==> run_1/util_map.png <==
The die is cut into 13 by 13 equal tiles; dark blue is low, red is high, 0 to 100% covered.
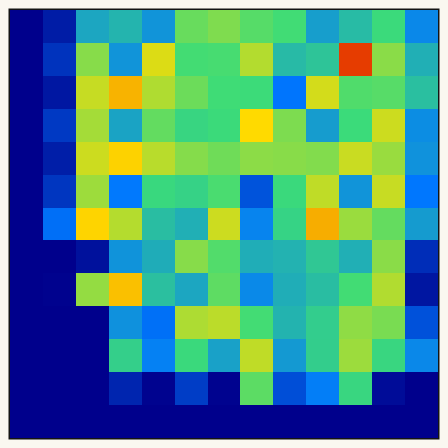
==> run_1/clock_wires.png <==
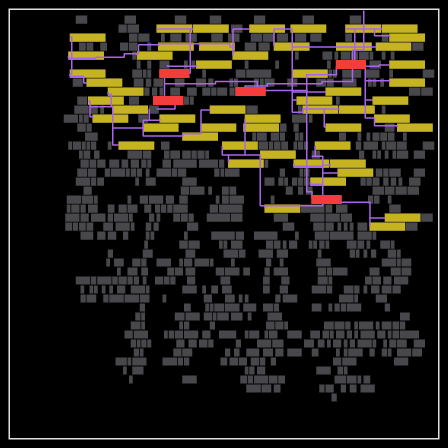
==> run_1/layers.png <==
The bar under the picture is 50 microns long.
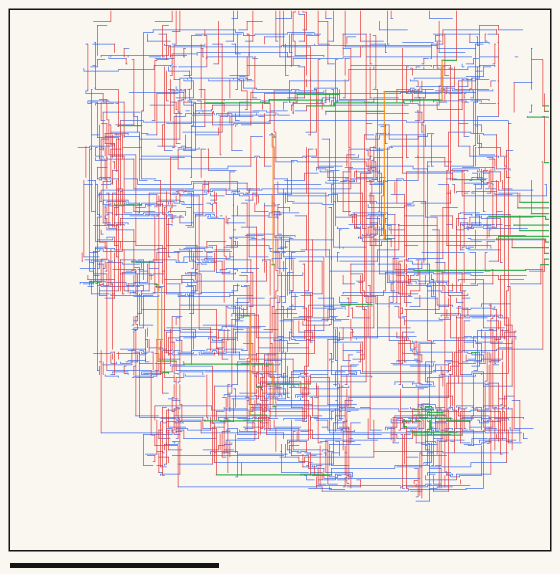
`config.mk`:
```
export PLATFORM = sky130hd
export DESIGN_NAME = mul_pipe
export DESIGN_NICKNAME = d
export VERILOG_FILES = /design/src/rtl/mul_pipe.sv
export SDC_FILE = /design/constraint.sdc
export NUM_CORES = 1
export LEC_CHECK = 0
export CORE_UTILIZATION = 35
export CTS_CLUSTER_SIZE = 40
export DETAILED_ROUTE_END_ITERATION = 8
export PLACE_DENSITY = 0.54
export SLEW_MARGIN = 20
export SYNTH_ARGS = -nofsm -noshare
export SYNTH_HDL_FRONTEND = slang
export SYNTH_SLANG_ARGS = --single-unit
```
`constraint.sdc`:
```
create_clock -name clock -period 10.7 [get_ports clock]
set_input_delay 1.07 -clock clock [delete_from_list [all_inputs] [get_ports clock]]
set_output_delay 1.07 -clock clock [all_outputs]
set_load 0.01 [all_outputs]
```
`src/rtl/mul_pipe.sv`:
```
// Pipelined WIDTH x WIDTH integer multiplier, signed/unsigned per op.
// Ports: clock, reset (sync, active high); in_valid/in_ready/in_a/in_b/
// in_signed accept side; out_valid/out_ready/out_prod emit side.
module mul_pipe #(
  parameter int WIDTH  = 8,
  parameter int STAGES = 3
) (
  input  logic               clock,
  input  logic               reset,
  input  logic               in_valid,
  output logic               in_ready,
  input  logic [WIDTH-1:0]   in_a,
  input  logic [WIDTH-1:0]   in_b,
  input  logic               in_signed,
  output logic               out_valid,
  input  logic               out_ready,
  output logic [2*WIDTH-1:0] out_prod
);

  localparam int PW = 2 * WIDTH;
  // Reduction stages sit between the magnitude stage and the sign stage.
  localparam int RS = (STAGES >= 3) ? STAGES - 2 : 1;
  // Multiplier bits folded in by each reduction stage.
  localparam int CH = (WIDTH + RS - 1) / RS;

  typedef logic [WIDTH-1:0] op_t;
  typedef logic [PW-1:0]    prod_t;

  // Sum of shifted partial products for multiplier bits [lo, hi).
  function automatic prod_t pp(op_t a, op_t b, int lo, int hi);
    prod_t s;
    s = '0;
    for (int i = 0; i < WIDTH; i++) begin
      if (i >= lo && i < hi && b[i])
        s = s + (prod_t'(a) << i);
    end
    return s;
  endfunction

  function automatic prod_t fix(prod_t p, logic neg);
    return neg ? -p : p;
  endfunction

  logic  en;
  logic  a_neg;
  logic  b_neg;
  logic  sg_in;
  op_t   ma;
  op_t   mb;

  logic  v_q  [STAGES];
  logic  sg_q [STAGES];
  op_t   a_q  [STAGES];
  op_t   b_q  [STAGES];
  prod_t p_q  [STAGES];

  logic  v_d  [STAGES];
  logic  sg_d [STAGES];
  op_t   a_d  [STAGES];
  op_t   b_d  [STAGES];
  prod_t p_d  [STAGES];

  assign en        = !out_valid || out_ready;
  assign in_ready  = en && !reset;
  assign out_valid = v_q[STAGES-1];
  assign out_prod  = p_q[STAGES-1];

  // Two's complement negation of the most-negative value yields
  // 2^(WIDTH-1) when read unsigned, which is the exact magnitude.
  assign a_neg = in_signed && in_a[WIDTH-1];
  assign b_neg = in_signed && in_b[WIDTH-1];
  assign sg_in = a_neg ^ b_neg;
  assign ma    = a_neg ? -in_a : in_a;
  assign mb    = b_neg ? -in_b : in_b;

  always_comb begin
    v_d[0]  = in_valid && in_ready;
    sg_d[0] = sg_in;
    a_d[0]  = ma;
    b_d[0]  = mb;
    if (STAGES == 1)
      p_d[0] = fix(pp(ma, mb, 0, WIDTH), sg_in);
    else
      p_d[0] = '0;
    for (int s = 1; s < STAGES; s++) begin
      v_d[s]  = v_q[s-1];
      sg_d[s] = sg_q[s-1];
      a_d[s]  = a_q[s-1];
      b_d[s]  = b_q[s-1];
      if (s == STAGES - 1) begin
        if (STAGES == 2)
          p_d[s] = fix(pp(a_q[s-1], b_q[s-1], 0, WIDTH),
                       sg_q[s-1]);
        else
          p_d[s] = fix(p_q[s-1], sg_q[s-1]);
      end else begin
        p_d[s] = p_q[s-1]
               + pp(a_q[s-1], b_q[s-1],
                    (s - 1) * CH, s * CH);
      end
    end
  end

  always_ff @(posedge clock) begin
    if (reset) begin
      for (int s = 0; s < STAGES; s++) begin
        v_q[s]  <= 1'b0;
        sg_q[s] <= 1'b0;
        a_q[s]  <= '0;
        b_q[s]  <= '0;
        p_q[s]  <= '0;
      end
    end else if (en) begin
      for (int s = 0; s < STAGES; s++) begin
        v_q[s]  <= v_d[s];
        sg_q[s] <= sg_d[s];
        a_q[s]  <= a_d[s];
        b_q[s]  <= b_d[s];
        p_q[s]  <= p_d[s];
      end
    end
  end

endmodule

```
==> reports/results.md, run 1 <==
| Parameter | Reported |
| --- | --- |
| Final GP Congestion | 0.7899 |
| Met1 WL | 6.832 mm |
| Fin cells | 872 |
| Layout cell share with drive strength beyond 1 | 4.268% |
| Post-layout nets | 746 |
| Most instantiated flip-flop cell in the synthesis netlist | sky130_fd_sc_hd__edfxtp_1 |
| CP Class | reg -> reg |
| Result of the run | complete, no violations |
| Max-slew violation total from the final report | 0 |
| Chip Width | 129.4 microns |
| Classification of the worst-slack hold path | reg -> reg |
| Number of DRC violations after detailed-routing iteration 0 | 309 |
| Critical Path Start Type | flop |
| Register share after synthesis | 28.03% |
| Final min period | 9.113 ns |
| Post-synthesis cell count | 640 |
| Ranking of synthesized cells by instance count | sky130_fd_sc_hd__nor2_1, sky130_fd_sc_hd__ha_1, sky130_fd_sc_hd__edfxtp_1 |
| Yosys warns | 0 |
| Pin count of the biggest net entering global routing | 54 |
| Crit path from | a_q[0][1]$_SDFFCE_PN0P_ |
| Worst path required time | 10.81 ns |
| Synthesized area per cell | 8.872 sq um |
| Yosys Chip Area | 0.005678 sq mm |
| First-pass detailed-route iteration total | 5 |
| Worst reg2reg path startpoint | a_q[0][1]$_SDFFCE_PN0P_ |
| Crit path arrival time | 9.23 ns |
| Tally of unique sky130hd cells used after synthesis | 68 |
| Count of buffers inserted at the top-level ports | 38 |
| FF+latch count, synth | 53 |
| Number of max-capacitance violations reported | 0 |
| Number of rows in the core area | 46 |
| Die Y | 129.4 microns |
| Count of unresolved DRC violations after routing | 0 |
| R2r setup slk | 1.59 ns |
| CTS Buf Count | 5 |
| Biggest area contributors in the synthesized netlist | sky130_fd_sc_hd__edfxtp_1, sky130_fd_sc_hd__ha_1, sky130_fd_sc_hd__xnor2_1 |
| Post-CTS setup repair buffer count | 0 |
| Highest routing layer actually used | met4 |
| Cell area after placement | 0.006153 sq mm |
| Clock tree from TritonCTS | built |
| Largest buffer count on any clock path | 2 |
| # Cells Yosys | 640 |
| Fraction of synthesis flops using an asynchronous set or reset pin | 0% |
| Top cell area share | 28.03% |
| Aggregate negative setup slack | 0 ns |
| DR WL met2 | 6.841 mm |
| Netlist Area Pre-Place | 0.005678 sq mm |
| Final ANT Viol Nets | 0 |
| Setup repair after global routing missed its margin | false |
| Final hold violation count | 0 |
| Normalized max-slew margin | 49.07% |
| Count of endpoints failing setup in the final report | 0 |
| Top fanout value on the critical path | 10 |
| Placed Cells incl. Taps | 864 |
| Number of antenna repair diodes | 0 |
| Cell resize tally after clock tree synthesis | 0 |
| DPL Wire Length | 10.77 mm |
| I/O Pins | 39 |
| Count of clock tree sinks | 53 |
| Number of logged tool warnings | 32 |
| Remaining global-route overflow | 0 |
| Hold slack final | 0.5238 ns |
| H-tree depth | 2 |
| Share of the clock period used by the worst path | 85.17% |
| Count leader, synth | sky130_fd_sc_hd__nor2_1 |
| CP Capture Type | flop |
| Vias in the first global route | 4563 |
| Area of the chip | 0.01674 sq mm |
| CP max-delay cell | sky130_fd_sc_hd__edfxtp_1 |
| Critical path's most frequent cell | sky130_fd_sc_hd__ha_1 |
| P per Cell Area | 122.9 mW/mm^2 |
| Clock-pin transition on the worst setup and hold timing paths | 0.07 ns |
| CTS Hold Bufs | 0 |
| Final instance area | 0.006304 sq mm |
Notes on util_map.png above:
tiles over 75% full	4.1%
fullest tile	93%
emptiest ninth of the die	south-west
densest ninth of the die	north
mean over tiles	36%
Post-Route Utilization: 39.68%
Floorplan Utilization: 35.74%
Placeable Area: 0.01589 sq mm

Notes on clock_wires.png above:
[purple] clock wires | length: 685 microns
[red] clock-net drivers | count: 5
[yellow] flip-flops | count: 53
routed clock nets	6
worst-skew pair later-pin latency: 0.30 ns
clk_skew: 0.006987 ns

Notes on layers.png above:
colour	layer	wire length
red	M2	6840 microns
blue	M1	6830 microns
orange	M4	148 microns
green	M3	407 microns
average wire per standard cell: 16.32 microns
overall routed net length: 14.23 mm
Vias: 4744
Total Routing Usage GR: 17.32%

==> run 1: critical path, delay by kind of cell, from the launching register on <==
kind	cells	cell delay, ns
AND-OR/OR-AND	13	3.22
XOR/XNOR	4	0.50
adder cells (fa/ha/maj)	8	2.86
buffers and inverters	5	0.68
flip-flops	1	0.63
multiplexers	3	0.81
AND/OR/NAND/NOR	3	0.19
==> run 1: state kept, by name, indices dropped and copies added, names as in the netlist <==
register / count
a_q: 8
b_q: 8
p_q: 32
sg_q: 2
v_q: 3
==> run 1: per-stage QoR <==
step / utilization (%) / total power (uW) / setup slack (ns)
after floorplan: - / 532.6 / 2.779
after global placement: 38.74 / 606.0 / 1.777
after detailed placement: 38.74 / 612.5 / 1.575
after CTS: 39.68 / 779.3 / 1.531
after global routing: 39.68 / 828.2 / 0.6522
final: 39.68 / 774.4 / 1.587
==> run 1: report_power, final <==
part           total [uW]  switching (uW)  internal, uW
clock network         165            76.9          88.1
logic                 318             173           145
registers             291            35.3           256
total                 774             285           489
==> run 1: cells by family after synthesis <==
logic type,synth area share (%)
flip-flops,28.03
AND-OR/OR-AND,23.49
buffers and inverters,5.928
adder cells (fa/ha/maj),16.35
AND/OR/NAND/NOR,15.51
XOR/XNOR,8.153
multiplexers,2.534
==> run 1: routing by layer <==
layer | up-vias | global-route usage, %
met5 | - | 0
met4 | 0 | 3.253
met3 | 15 | 1.982
met2 | 83 | 29.73
met1 | 2279 | 23.51
li1 | 2367 | -
==> run 1: cell usage in the layout (no fill, tap or decap), types with 7 or more instances in the layout <==
cell,count
sky130_fd_sc_hd__a211oi_1,12
sky130_fd_sc_hd__a21o_1,20
sky130_fd_sc_hd__a21oi_1,45
sky130_fd_sc_hd__a31oi_1,9
sky130_fd_sc_hd__and2_1,9
sky130_fd_sc_hd__clkdlybuf4s50_1,38
sky130_fd_sc_hd__edfxtp_1,53
sky130_fd_sc_hd__fa_1,7
sky130_fd_sc_hd__ha_1,63
sky130_fd_sc_hd__inv_1,36
sky130_fd_sc_hd__mux2i_1,11
sky130_fd_sc_hd__nand2_1,38
sky130_fd_sc_hd__nand2b_1,11
sky130_fd_sc_hd__nand3_1,10
sky130_fd_sc_hd__nor2_1,72
sky130_fd_sc_hd__nor2b_1,8
sky130_fd_sc_hd__nor3_1,7
sky130_fd_sc_hd__o21a_1,9
sky130_fd_sc_hd__o21ai_0,37
sky130_fd_sc_hd__o31ai_1,10
sky130_fd_sc_hd__xnor2_1,35
sky130_fd_sc_hd__xor2_1,16
==> run 1: path summary, 6_finish.rpt <==
kind | end | cells past startpoint
min reg2reg | sg_q[0][1]$_SDFFCE_PN0P_ | 1
max | p_q[0][30]$_SDFFCE_PN0P_ | 36
min | sg_q[0][1]$_SDFFCE_PN0P_ | 1
max reg2reg | p_q[0][30]$_SDFFCE_PN0P_ | 36
==> run 1: layout make-up <==
type / instances / area [sq um]
sequential: 53 / 1592
fill: 1608 / 9582
timing repair buffer: 40 / 395.4
clock inverter: 3 / 25.02
tap: 216 / 270.3
clock buffer: 5 / 125.1
multi-input combinational: 516 / 3750
inverter: 39 / 146.4
==> run 1 -> run 2 <==
- CORE_ASPECT_RATIO: not set -> 1.25
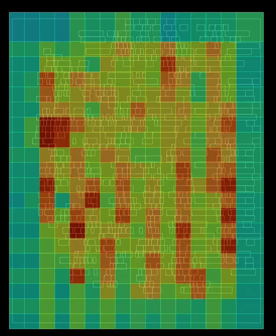
(run_2/congestion_map.png)
met2 usage in global routing: 29.20%
Post-Route Utilization: 40.12%
met3 Usage GRT: 1.341%
grt met1 use: 20.73%
global route hottest layer: met2

==> reports/results.md, run 2 <==
| Parameter | Reported |
| --- | --- |
| Worst-skew pair later-pin latency | 0.30 ns |
| Crit path arrival time | 9.17 ns |
| Yosys Chip Area | 0.005678 sq mm |
| Chip Width | 115.9 microns |
| Count of buffers inserted at the top-level ports | 38 |
| Vias | 4769 |
| Top fanout value on the critical path | 10 |
| Seq pwr share | 37.8% |
| Count of unresolved DRC violations after routing | 0 |
| Remaining global-route overflow | 0 |
| Critical path's most frequent cell | sky130_fd_sc_hd__ha_1 |
| Pin count of the biggest net entering global routing | 54 |
| P per Cell Area | 121.8 mW/mm^2 |
| Biggest area contributors in the synthesized netlist | sky130_fd_sc_hd__edfxtp_1, sky130_fd_sc_hd__ha_1, sky130_fd_sc_hd__xnor2_1 |
| Post-Synthesis Net Count | 731 |
| Count of endpoints failing setup in the final report | 0 |
| Largest incremental delay on the critical path | 0.63 ns |
| Cell Int Power | 489.0 uW |
| Netlist Area Pre-Place | 0.005678 sq mm |
| Top library cells by usage in the layout, fill and taps aside | sky130_fd_sc_hd__nor2_1, sky130_fd_sc_hd__ha_1, sky130_fd_sc_hd__edfxtp_1 |
| First-pass detailed-route iteration total | 6 |
| Total Routing Usage GR | 16.66% |
| Worst path required time | 10.81 ns |
| Ranking of synthesized cells by instance count | sky130_fd_sc_hd__nor2_1, sky130_fd_sc_hd__ha_1, sky130_fd_sc_hd__edfxtp_1 |
| DPL Wire Length | 10.52 mm |
| Register share after synthesis | 28.03% |
| Number of max-capacitance violations reported | 0 |
| Number of logged tool warnings | 32 |
| Number of antenna repair diodes | 0 |
| CTS Buf Count | 5 |
| Cell resize tally after clock tree synthesis | 0 |
| Final GP Congestion | 0.8605 |
| Synthesized area per cell | 8.872 sq um |
| Result of the run | complete, no violations |
| Net Sw Power | 278.4 uW |
| H-tree depth | 2 |
| Leading registers by flop count | p_q (32), a_q (8), b_q (8) |
| Clk_skew | 0.01120 ns |
| # Cells Yosys | 640 |
| Post-synthesis cell count | 640 |
| Die Y | 144.4 microns |
| Vias in the first global route | 4479 |
| Normalized max-slew margin | 50.82% |
| Final hold violation count | 0 |
| Top cell area share | 28.03% |
| Count of clock tree sinks | 53 |
| Fraction of synthesis flops using an asynchronous set or reset pin | 0% |
| Final min period | 9.064 ns |
| Largest buffer count on any clock path | 2 |
| Tally of unique sky130hd cells used after synthesis | 68 |
| Largest register FFs | 32 |
| Dominant logic cell type in the layout | sky130_fd_sc_hd__nor2_1 |
| Yosys warns | 0 |
| Largest reg by FF count | p_q |
| Cell area after placement | 0.006148 sq mm |
| Logic gate share of total power | 41.2% |
| Final ANT Viol Nets | 0 |
| Overall routed net length | 13.47 mm |
| FF+latch count, synth | 53 |
| Share of the clock period used by the worst path | 84.71% |
| Layout cell share with drive strength beyond 1 | 4.268% |
| Sw Ratio | 36.28% |
| Placeable Area | 0.01570 sq mm |
| Number of rows in the core area | 51 |
| Clock-pin transition on the worst setup and hold timing paths | 0.07 ns |
| Floorplan Utilization | 36.17% |
| I/O Pins | 39 |
| Number of DRC violations after detailed-routing iteration 0 | 332 |
| Setup repair after global routing missed its margin | false |
| Count leader, synth | sky130_fd_sc_hd__nor2_1 |
| Average wire per standard cell | 15.52 microns |
| Post-layout nets | 746 |
| CP Capture Type | flop |
| Post-CTS setup repair buffer count | 0 |
| Area of the chip | 0.01674 sq mm |
| Classification of the worst-slack hold path | reg -> reg |
| CP max-delay cell | sky130_fd_sc_hd__edfxtp_1 |
| Final instance area | 0.006299 sq mm |
| Hold slack final | 0.5244 ns |
| Critical Path Start Type | flop |
| Total power | 767.4 uW |
| CTS Hold Bufs | 0 |
| Clock network fraction of design power | 21.0% |
## run 2: cell counts in the layout (fill, tap and decap cells not counted)
Identical to the previous run, type by type.
## run 2: final cells by class
class / count / area, sq um
inverter: 39 / 146.4
clock buffer: 5 / 125.1
timing repair buffer: 40 / 395.4
clock inverter: 3 / 25.02
sequential: 53 / 1592
fill: 1613 / 9399
tap: 212 / 265.3
multi-input combinational: 516 / 3750
## run 2: cells by family after synthesis
group                    Yosys count  synth area share (%)
AND-OR/OR-AND                    196                 23.49
buffers and inverters             71                 5.928
adder cells (fa/ha/maj)           70                 16.35
AND/OR/NAND/NOR                  184                 15.51
flip-flops                        53                 28.03
XOR/XNOR                          52                 8.153
multiplexers                      14                 2.534
## run 2: power by group through the flow
stage                     registers (uW)  clock network, uW  logic (uW)
after floorplan                      277                  0         256
after global placement               294                  0         309
after detailed placement             295                  0         315
after CTS                            290                167         317
after global routing                 294                174         358
final                                290                161         316
## run 2: worst max-delay path, delay by kind of cell (launching register included)
family	cells	cell delay, ns
buf+inv	4	0.35
mux	2	0.61
compound gates	13	3.33
xor+xnor	5	0.69
fa+ha+maj	8	2.69
simple gates	6	0.56
flops	1	0.63
## run 2: per-stage QoR
| step | setup WS (ns) | std cells |
|---|---|---|
| 4_1_cts | 1.583 | 868 |
| 3_3_place_gp | 1.749 | 860 |
| 5_1_grt | 0.7721 | 868 |
| 6_report | 1.636 | 868 |
| 2_1_floorplan | 2.779 | 640 |
| 3_5_place_dp | 1.665 | 860 |
## run 2: final timing paths
kind / start / endpoint / slack [ns] / cells after the start
hold reg to reg: sg_q[0][0]$_SDFFCE_PN0P_ / sg_q[0][1]$_SDFFCE_PN0P_ / 0.52 / 1
setup / recovery: a_q[0][1]$_SDFFCE_PN0P_ / p_q[0][30]$_SDFFCE_PN0P_ / 1.64 / 38
hold / removal: sg_q[0][0]$_SDFFCE_PN0P_ / sg_q[0][1]$_SDFFCE_PN0P_ / 0.52 / 1
setup reg to reg: a_q[0][1]$_SDFFCE_PN0P_ / p_q[0][30]$_SDFFCE_PN0P_ / 1.64 / 38
## run 2: metal layers
metal / GRT usage, % / vias to the layer above / share of wire (%)
met2: 29.20 / 109 / 49
met3: 1.341 / 24 / 2.9
met5: 0 / - / 0
li1: - / 2364 / -
met1: 20.73 / 2272 / 45
met4: 7.220 / 0 / 2.9
==> run_2/gates.png <==
The bar under the picture is 20 microns long.
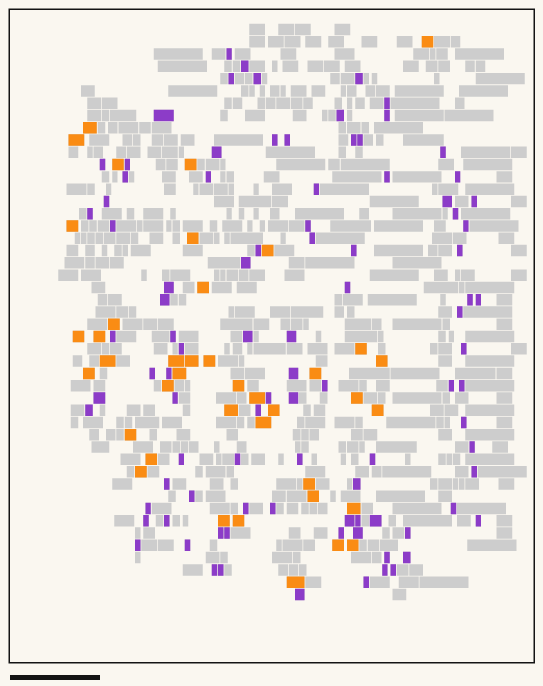

==> run 2 -> run 3 <==
- PLACE_DENSITY: 0.54 -> 0.56
- clock period: 10.7 -> 8.2 ns (I/O delays scaled with it)
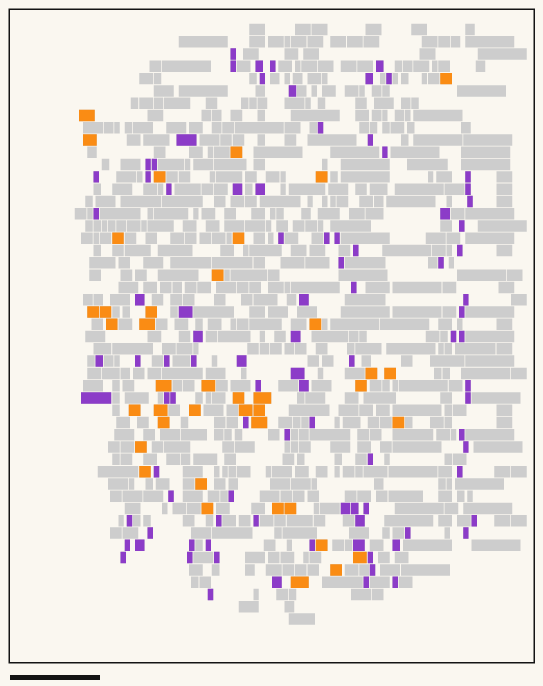
(run_3/gates.png)
The bar under the picture is 20 microns long.
colour	family	cells	most used
orange	non-inverting ao/oa cells	40	a21o_1
purple	nor cells	94	nor2_1
fin cells: 960
dominant logic cell type in the layout: sky130_fd_sc_hd__buf_4
fraction of standard cell area in multi-input logic: 57.04%

==> reports/results.md, run 3 <==
| Parameter | Reported |
| --- | --- |
| Result of the run | complete, but fails checks |
| Violations in the final reports | negative setup slack |
| First-pass detailed-route iteration total | 4 |
| Area of the chip | 0.01674 sq mm |
| Seq pwr share | 30.6% |
| Final GP Congestion | 0.8519 |
| Number of DRC violations after detailed-routing iteration 0 | 279 |
| Clock network fraction of design power | 17.2% |
| Count of cells along the worst register-to-register path | 41 |
| Most instantiated flip-flop cell in the synthesis netlist | sky130_fd_sc_hd__edfxtp_1 |
| I/O Pins | 39 |
| Post-Synthesis Net Count | 731 |
| Top library cells by usage in the layout, fill and taps aside | sky130_fd_sc_hd__buf_4, sky130_fd_sc_hd__nor2_1, sky130_fd_sc_hd__edfxtp_1 |
| Yosys warns | 0 |
| H-tree depth | 2 |
| P per Cell Area | 158.5 mW/mm^2 |
| Final hold violation count | 0 |
| Count of unresolved DRC violations after routing | 0 |
| Clk_skew | 0.002717 ns |
| Worst path required time | 8.33 ns |
| Crit path from | b_q[0][0]$_SDFFCE_PN0P_ |
| Top cell area share | 28.03% |
| Crit path capture | p_q[0][30]$_SDFFCE_PN0P_ |
| Die Y | 144.4 microns |
| CP max-delay cell | sky130_fd_sc_hd__edfxtp_1 |
| Worst-skew pair later-pin latency | 0.29 ns |
| Critical path depth in cells | 41 |
| Average wire per standard cell | 15.88 microns |
| Count leader, synth | sky130_fd_sc_hd__nor2_1 |
| Clock-pin transition on the worst setup and hold timing paths | 0.07 ns |
| Tally of unique sky130hd cells used after synthesis | 68 |
| Number of logged tool warnings | 34 |
| Number of antenna repair diodes | 0 |
| Placeable Area | 0.01570 sq mm |
| Pin count of the biggest net entering global routing | 54 |
| Ranking of synthesized cells by instance count | sky130_fd_sc_hd__nor2_1, sky130_fd_sc_hd__ha_1, sky130_fd_sc_hd__edfxtp_1 |
| Number of rows in the core area | 51 |
| Placement-stage worst setup slack | -0.2089 ns |
| Overall routed net length | 15.24 mm |
| CTS Hold Bufs | 0 |
| Vias in the first global route | 5027 |
| Vias | 5155 |
| Total Routing Usage GR | 17.59% |
| Critical path's most frequent cell | sky130_fd_sc_hd__ha_1 |
| Biggest area contributors in the synthesized netlist | sky130_fd_sc_hd__edfxtp_1, sky130_fd_sc_hd__ha_1, sky130_fd_sc_hd__xnor2_1 |
| Count of endpoints failing setup in the final report | 2 |
| FF+latch count, synth | 53 |
| Count of clock tree sinks | 53 |
| Chip Width | 115.9 microns |
| Fraction of synthesis flops using an asynchronous set or reset pin | 0% |
| Post-route setup slack | -0.03186 ns |
| CP top delay family | AND-OR/OR-AND gates |
| CP Class | reg -> reg |
| Final instance area | 0.007541 sq mm |
| Register share after synthesis | 28.03% |
-- run 3: netlist changes by cell type in the layout (fill, tap and decap cells not counted), sizes merged --
cell / change
inv: -1
buf: +92
clkinv: +1
-- run 3: power by group through the flow --
stage	Clock (uW)	Sequential [uW]	Combinational [uW]
5_1_grt	219	370	682
2_1_floorplan	0	361	334
4_1_cts	209	365	525
3_3_place_gp	0	369	472
6_report	206	366	624
3_5_place_dp	0	370	486
-- run 3: how the worst min path moves through the flow --
stage,from,to,depth (start not counted)
floorplan,sg_q[0][0]$_SDFFCE_PN0P_,sg_q[0][1]$_SDFFCE_PN0P_,1
global placement,v_q[0][0]$_SDFFCE_PN0P_,v_q[0][1]$_SDFFCE_PN0P_,1
detailed placement,sg_q[0][0]$_SDFFCE_PN0P_,sg_q[0][1]$_SDFFCE_PN0P_,1
CTS,sg_q[0][0]$_SDFFCE_PN0P_,sg_q[0][1]$_SDFFCE_PN0P_,1
global route,sg_q[0][0]$_SDFFCE_PN0P_,sg_q[0][1]$_SDFFCE_PN0P_,1
finish,sg_q[0][0]$_SDFFCE_PN0P_,sg_q[0][1]$_SDFFCE_PN0P_,1
-- run 3: cell type report --
class / count / area (sq um)
clock buffer: 5 / 125.1
clock inverter: 3 / 17.52
fill: 1481 / 8157
inverter: 39 / 146.4
multi-input combinational: 516 / 4302
sequential: 53 / 1592
tap: 212 / 265.3
timing repair buffer: 132 / 1094
-- run 3: worst reg2reg max path: cells and delay by family (launching register included) --
family	cells	cell delay [ns]
compound gates	19	2.87
simple gates	5	0.68
mux	3	0.95
fa+ha+maj	7	2.07
xor+xnor	4	0.68
flops	1	0.43
buf+inv	3	0.35
-- run 3: metal layers --
| metal | GRT usage, % | part of all wire [%] |
|---|---|---|
| met1 | 21.06 | 42 |
| met3 | 1.593 | 2.8 |
| met4 | 6.613 | 2.6 |
| met5 | 0 | 0 |
| met2 | 32.17 | 52 |
-- run 3: kinds of logic after synthesis --
group	synth area share (%)
multiplexers	2.534
AND/OR/NAND/NOR	15.51
adder cells (fa/ha/maj)	16.35
flip-flops	28.03
XOR/XNOR	8.153
buffers and inverters	5.928
AND-OR/OR-AND	23.49
-- run 3: timing repair --
item                       CTS  global route
resized                     33            78
pin swaps                   23            64
buffers inserted            12            30
setup endpoints to repair    4             7
-- run 3: through the flow --
stage               util, %  std cells    TNS [ns]  power (uW)  hold slack [ns]
floorplan                 -        640           0       694.9           0.4967
global placement      41.56        910    -0.06816       840.8           0.5131
detailed placement    41.56        910     -0.6411       855.7           0.5070
CTS                   44.02        930  -0.0002531        1099           0.5232
global route          48.04        960      -1.551        1272           0.5445
finish                48.04        960    -0.03226        1195           0.5188
Power is estimated from default activity; no workload was simulated.
